metal_stack.png
Two of the layers only.
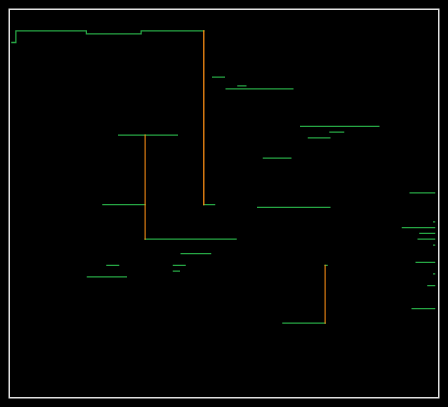
final_congestion.png
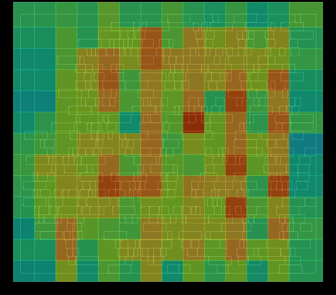
clock_map.png
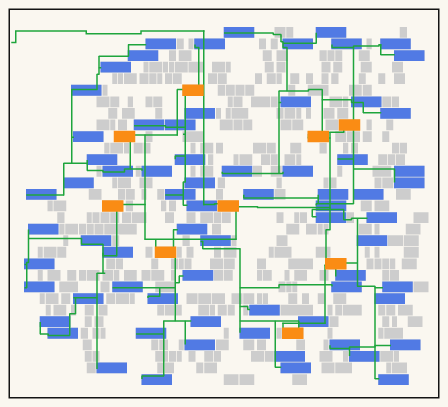
pins.png
Pins as bars across the die edge, other pins in gray.
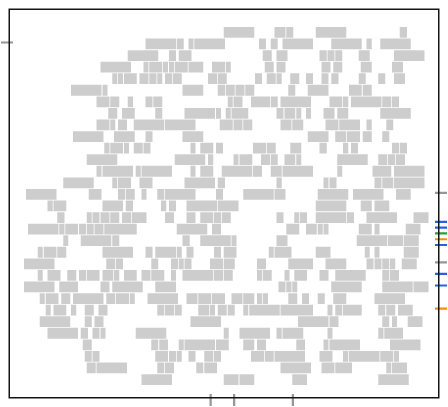
<file path="src/rtl/btn_debouncer_pkg.sv">
// Package: btn_debouncer_pkg
// Purpose: shared FSM state encoding, board clock-rate constant and the
//          default cycle counts derived from it for the button debouncer.
//          Imported by the interface and the RTL modules.
// Contents:
//   state_t                 2-bit FSM state (S_IDLE, S_PQUAL, S_PRESSED, S_RQUAL)
//   CLK_HZ                  board clock rate
//   DEF_DEBOUNCE_CYCLES     10 ms of stable input at CLK_HZ
//   DEF_LONG_CYCLES         1 s of hold at CLK_HZ
//   PRESS_CNT_W             width of the press counter (drives led[7:3])
//   is_level_state()        debounced level implied by a state
package btn_debouncer_pkg;

    typedef enum logic [1:0] {
        S_IDLE    = 2'd0,   // released and stable
        S_PQUAL   = 2'd1,   // synced input high, qualifying a press
        S_PRESSED = 2'd2,   // accepted press, counting hold time
        S_RQUAL   = 2'd3    // synced input low, qualifying a release
    } state_t;

    localparam int unsigned CLK_HZ              = 100_000_000;
    localparam int unsigned DEF_DEBOUNCE_CYCLES = CLK_HZ / 100;   // 10 ms
    localparam int unsigned DEF_LONG_CYCLES     = CLK_HZ;         // 1 s
    localparam int          PRESS_CNT_W         = 5;

    // The debounced level stays high while a release is still being
    // qualified, so a short low glitch never reaches btn_level.
    function automatic logic is_level_state(input state_t s);
        return (s == S_PRESSED) || (s == S_RQUAL);
    endfunction

endpackage

</file>
<file path="src/rtl/btn_debouncer_if.sv">
// Interface: btn_debouncer_if
// Purpose: bundles the raw button input and the conditioned outputs of one
//          debouncer channel, plus the FSM state for observation.
// Signals:
//   btnp       raw asynchronous button (driven by the master side)
//   btn_level  debounced level
//   btn_rise   one-cycle pulse on accepted press
//   btn_fall   one-cycle pulse on accepted release
//   btn_long   one-cycle pulse when a press has been held long enough
//   press_cnt  accepted-press count, modulo 32
//   state      current debouncer FSM state
// Modports:
//   slave   the debouncer (consumes btnp, produces everything else)
//   master  the environment driving the button and watching the outputs
// Handshake: there is no valid/ready pair here; every output is a registered
//   level or a single-cycle pulse and the consumer cannot apply backpressure,
//   so a pulse must be sampled in the cycle it is high.
interface btn_debouncer_if;
    import btn_debouncer_pkg::*;

    logic                   btnp;
    logic                   btn_level;
    logic                   btn_rise;
    logic                   btn_fall;
    logic                   btn_long;
    logic [PRESS_CNT_W-1:0] press_cnt;
    state_t                 state;

    modport slave (
        input  btnp,
        output btn_level, btn_rise, btn_fall, btn_long, press_cnt, state
    );

    modport master (
        output btnp,
        input  btn_level, btn_rise, btn_fall, btn_long, press_cnt, state
    );

endinterface

</file>
<file path="src/rtl/btn_debouncer_sync_2ff.sv">
// Module: sync_2ff
// Purpose: generic 1-bit two-flop synchroniser with synchronous active-high
//          reset, for bringing an asynchronous input into the clk domain.
// Ports:
//   clk  in  system clock
//   rst  in  synchronous, active-high reset (clears both flops)
//   d    in  asynchronous input
//   q    out synchronised output (two clk edges of latency)
module sync_2ff (
    input  logic clk,
    input  logic rst,
    input  logic d,
    output logic q
);

    logic s1;

    always_ff @(posedge clk) begin
        if (rst) begin
            s1 <= 1'b0;
            q  <= 1'b0;
        end else begin
            s1 <= d;
            q  <= s1;
        end
    end

endmodule

</file>
<file path="src/rtl/btn_debouncer.sv">
// Module: btn_debouncer
// Purpose: conditions one raw push-button. The input is synchronised with
//          two flops and a four-state FSM accepts a press or release only
//          after DEBOUNCE_CYCLES consecutive stable synced samples. Emits a
//          clean level, one-cycle rise/fall/long pulses and a 5-bit count of
//          accepted presses.
// Parameters:
//   DEBOUNCE_CYCLES  stable synced samples needed to accept a change
//   LONG_CYCLES      held cycles after an accepted press before btn_long
// Ports:
//   clk  in   system clock
//   rst  in   synchronous, active-high reset
//   bus  slave modport of btn_debouncer_if (btnp in; level, pulses,
//        press_cnt and FSM state out)
// Timing: btnp first sampled high at edge e0 gives btn_rise and btn_level
//   high after edge e0+DEBOUNCE_CYCLES+2; release behaves the same way for
//   btn_fall. btn_long fires LONG_CYCLES counted edges after the rise edge.
module btn_debouncer
    import btn_debouncer_pkg::*;
#(
    parameter int unsigned DEBOUNCE_CYCLES = DEF_DEBOUNCE_CYCLES,
    parameter int unsigned LONG_CYCLES     = DEF_LONG_CYCLES
) (
    input  logic            clk,
    input  logic            rst,
    btn_debouncer_if.slave  bus
);

    // Both counters share one width sized for the hold count; the
    // qualify count is assumed never to exceed the hold count.
    localparam int CNT_W = $clog2(LONG_CYCLES) + 1;

    localparam logic [CNT_W-1:0] Q_LAST  = CNT_W'(DEBOUNCE_CYCLES - 1);
    localparam logic [CNT_W-1:0] H_LAST  = CNT_W'(LONG_CYCLES - 1);
    localparam logic [CNT_W-1:0] CNT_ONE = CNT_W'(1);

    logic                   s2;

    state_t                 state_q,     state_d;
    logic [CNT_W-1:0]       qcnt_q,      qcnt_d;
    logic [CNT_W-1:0]       hcnt_q,      hcnt_d;
    logic                   long_seen_q, long_seen_d;
    logic [PRESS_CNT_W-1:0] press_q,     press_d;
    logic                   rise_q,      rise_d;
    logic                   fall_q,      fall_d;
    logic                   long_q,      long_d;
    logic                   level_q;

    // The FSM only ever sees the synchronised copy of the button.
    sync_2ff u_sync (
        .clk (clk),
        .rst (rst),
        .d   (bus.btnp),
        .q   (s2)
    );

    always_ff @(posedge clk) begin
        if (rst) begin
            state_q     <= S_IDLE;
            qcnt_q      <= '0;
            hcnt_q      <= '0;
            long_seen_q <= 1'b0;
            press_q     <= '0;
            rise_q      <= 1'b0;
            fall_q      <= 1'b0;
            long_q      <= 1'b0;
            level_q     <= 1'b0;
        end else begin
            state_q     <= state_d;
            qcnt_q      <= qcnt_d;
            hcnt_q      <= hcnt_d;
            long_seen_q <= long_seen_d;
            press_q     <= press_d;
            rise_q      <= rise_d;
            fall_q      <= fall_d;
            long_q      <= long_d;
            // Registered from the next state so the level changes on the
            // same edge as the rise/fall pulse.
            level_q     <= is_level_state(state_d);
        end
    end

    always_comb begin
        state_d     = state_q;
        qcnt_d      = qcnt_q;
        hcnt_d      = hcnt_q;
        long_seen_d = long_seen_q;
        press_d     = press_q;
        rise_d      = 1'b0;
        fall_d      = 1'b0;
        long_d      = 1'b0;

        case (state_q)
            S_IDLE: begin
                if (s2) begin
                    state_d = S_PQUAL;
                    qcnt_d  = '0;
                end
            end

            S_PQUAL: begin
                if (!s2) begin
                    // Bounce: drop back silently.
                    state_d = S_IDLE;
                end else if (qcnt_q == Q_LAST) begin
                    state_d     = S_PRESSED;
                    rise_d      = 1'b1;
                    press_d     = press_q + PRESS_CNT_W'(1);
                    hcnt_d      = '0;
                    long_seen_d = 1'b0;
                end else begin
                    qcnt_d = qcnt_q + CNT_ONE;
                end
            end

            S_PRESSED: begin
                if (!s2) begin
                    // Hold count is frozen while the release qualifies.
                    state_d = S_RQUAL;
                    qcnt_d  = '0;
                end else if (hcnt_q == H_LAST) begin
                    // hcnt saturates here; long_seen limits the pulse to
                    // once per press even across release glitches.
                    if (!long_seen_q) begin
                        long_d      = 1'b1;
                        long_seen_d = 1'b1;
                    end
                end else begin
                    hcnt_d = hcnt_q + CNT_ONE;
                end
            end

            S_RQUAL: begin
                if (s2) begin
                    // Release glitch: resume the same press.
                    state_d = S_PRESSED;
                end else if (qcnt_q == Q_LAST) begin
                    state_d = S_IDLE;
                    fall_d  = 1'b1;
                end else begin
                    qcnt_d = qcnt_q + CNT_ONE;
                end
            end

            default: begin
                state_d = S_IDLE;
            end
        endcase
    end

    assign bus.btn_level = level_q;
    assign bus.btn_rise  = rise_q;
    assign bus.btn_fall  = fall_q;
    assign bus.btn_long  = long_q;
    assign bus.press_cnt = press_q;
    assign bus.state     = state_q;

endmodule

</file>
<file path="src/flat_wrapper.sv">
// flat-port wrapper written by rule: the top's interface ports become plain ports
module btn_debouncer_flat import btn_debouncer_pkg::*;
#(
    parameter int unsigned DEBOUNCE_CYCLES = DEF_DEBOUNCE_CYCLES,
    parameter int unsigned LONG_CYCLES     = DEF_LONG_CYCLES
)
  (clk, rst, bus_btnp, bus_btn_level, bus_btn_rise, bus_btn_fall, bus_btn_long, bus_press_cnt, bus_state);
  btn_debouncer_if bus_i ();
  input  logic clk;
  input  logic rst;
  input wire logic [$bits(bus_i.btnp)-1:0] bus_btnp;
  output wire logic [$bits(bus_i.btn_level)-1:0] bus_btn_level;
  output wire logic [$bits(bus_i.btn_rise)-1:0] bus_btn_rise;
  output wire logic [$bits(bus_i.btn_fall)-1:0] bus_btn_fall;
  output wire logic [$bits(bus_i.btn_long)-1:0] bus_btn_long;
  output wire logic [$bits(bus_i.press_cnt)-1:0] bus_press_cnt;
  output wire logic [$bits(bus_i.state)-1:0] bus_state;
  assign bus_i.btnp = bus_btnp;
  assign bus_btn_level = bus_i.btn_level;
  assign bus_btn_rise = bus_i.btn_rise;
  assign bus_btn_fall = bus_i.btn_fall;
  assign bus_btn_long = bus_i.btn_long;
  assign bus_press_cnt = bus_i.press_cnt;
  assign bus_state = bus_i.state;
  btn_debouncer #(.DEBOUNCE_CYCLES(DEBOUNCE_CYCLES), .LONG_CYCLES(LONG_CYCLES)) u_core (.clk(clk), .rst(rst), .bus(bus_i));
endmodule
</file>
<file path="config.mk">
export PLATFORM = sky130hd
export DESIGN_NAME = btn_debouncer_flat
export DESIGN_NICKNAME = d
export VERILOG_FILES = /design/src/rtl/btn_debouncer_pkg.sv /design/src/rtl/btn_debouncer_if.sv /design/src/rtl/btn_debouncer_sync_2ff.sv /design/src/rtl/btn_debouncer.sv /design/src/flat_wrapper.sv
export SDC_FILE = /design/constraint.sdc
export NUM_CORES = 1
export LEC_CHECK = 0
export ABC_CLOCK_PERIOD_IN_PS = 4300
export CAP_MARGIN = 30
export CORE_ASPECT_RATIO = 0.9
export CORE_MARGIN = 2
export CORE_UTILIZATION = 40
export CTS_BUF_LIST = sky130_fd_sc_hd__clkbuf_4 sky130_fd_sc_hd__clkbuf_8
export CTS_CLUSTER_DIAMETER = 40
export DETAILED_ROUTE_END_ITERATION = 16
export GPL_TIMING_DRIVEN = 0
export PLACE_DENSITY_LB_ADDON = 0.08
export SYNTH_ARGS = -nofsm -noshare
export SYNTH_HDL_FRONTEND = slang
export SYNTH_SLANG_ARGS = --single-unit
</file>
<file path="constraint.sdc">
create_clock -name clk -period 4.3 [get_ports clk]
set_input_delay 0.86 -clock clk [delete_from_list [all_inputs] [get_ports clk]]
set_output_delay 0.86 -clock clk [all_outputs]
set_load 0.01 [all_outputs]
</file>
==> impl_metrics.csv <==
group,metric,value,unit
clocking,post-cts-setup-buffer-count,0,
pwr,seqPwrFrac,55.6,%
sta,final-max-slew-violation-count,0,
die,core_area,0.00811,mm²
yosys,ys_ff,70,
global_routing,use_met1,27.3,%
job,warning_count,26,
routing,dr.pass1.iters,4,
sta,tns,0,ns
status,status,"finished clean",
yosys,synthDistinctLibCells,46,
critical_path,critPathKind,"reg2reg",
critical_path,endpoint_kind,"register",
global_routing,grt_overflow_total,0,
yosys,flop_cell,"dfxtp_1",
pwr,p_seq,0.000651,W
pwr,ir_drop,0.000114,V
sta,rsz0062_at_grt,"no",
pwr,pwr.group.clock,0.000492,W
critical_path,crit_path_end,"u_core.qcnt_q[5]",
global_routing,grt_max_degree,11,
die,ios,14,
place,hpwl,5.51,mm
yosys,top_cell,"dfxtp_1",
sta,fin_crit,2.42,ns
critical_path,worstPathMaxFanout,10,
yosys,synthXorXnorAreaFrac,7.00,%
final_layout,layout_top_cell,"dfxtp_1",
pwr,switchingPower,0.000257,W
yosys,ys_warn_count,0,
die,fp_util,41.4,%
hold_path,min_from,"u_core.long_seen_q",
yosys,postSynthAreaPerCell,8.59,µm²
critical_path,rrSetupSlack,1.88,ns
pwr,pg_comb,0.0000271,W
yosys,synth-edff-count,0,
routing,drcViolationCount,0,
clocking,cts_made_buffers,9,
critical_path,start_kind,"register",
die,fp.dieW,101,µm
final_layout,area_growth,12.8,%
yosys,synth.cellmix.simpleShare,33.6,%
yosys,ys_cells,391,
Back to the opening pictures, metal_stack.png:
met4: marked orange, wire length 78.9 µm. met3: marked green, wire length 233 µm.
routed wire length: 7.76 mm
DR vias: 2,912
Avg WL per Cell: 15.0 µm
Tot GR Track Use: 18.7%

Back to the opening pictures, final_congestion.png:
final design utilization: 46.8%
met3 Resource Use GR: 4.16%
GR met2 Demand/Resource: 26.7%

Back to the opening pictures, clock_map.png:
cells driving clock nets: marked orange, count 9. clock wires: marked green, length 1,010 µm. flip-flops: marked blue, count 70.
Position of the flops: all over the die.
clock share of power: 42.1%
worst-case clock skew: 0.0108 ns
Worst-Skew Late Latency: 0.34 ns

Back to the opening pictures, pins.png:
`bus_press_cnt`: marked blue, pins 5, direction output, edge right. `bus_state`: marked orange, pins 2, direction output, edge right. `bus_btn_level`: marked green, pins 1, direction output, edge right.
All pins by edge: 10 right, 3 bottom, 1 left.

-- area by class of cell --
cell class,instances,share of cell area [%]
inverter,7,0.693
timing repair buffer,13,3.43
multi-input combinational,298,48.8
buffer,16,2.18
clock buffer,13,4.55
clock inverter,1,0.132
tap,99,3.27
sequential,70,37.0
-- per-stage QoR --
step	instance area (µm²)	utilization, %	hold WS, ns
after floorplan	3360	-	0.398
after global placement	3610	44.6	0.407
after detailed placement	3610	44.6	0.424
after CTS	3790	46.8	0.440
after global routing	3790	46.8	0.463
final	3790	46.8	0.438
-- routing by layer --
layer	routed length [µm]	vias to the layer above	share of wire, %
met5	0	-	0
met4	78	0	1.0
met3	232	7	3.0
met2	3310	44	43
met1	4130	1375	53
li1	-	1486	-
No activity file was given, so power comes from the tool's default toggle rates.
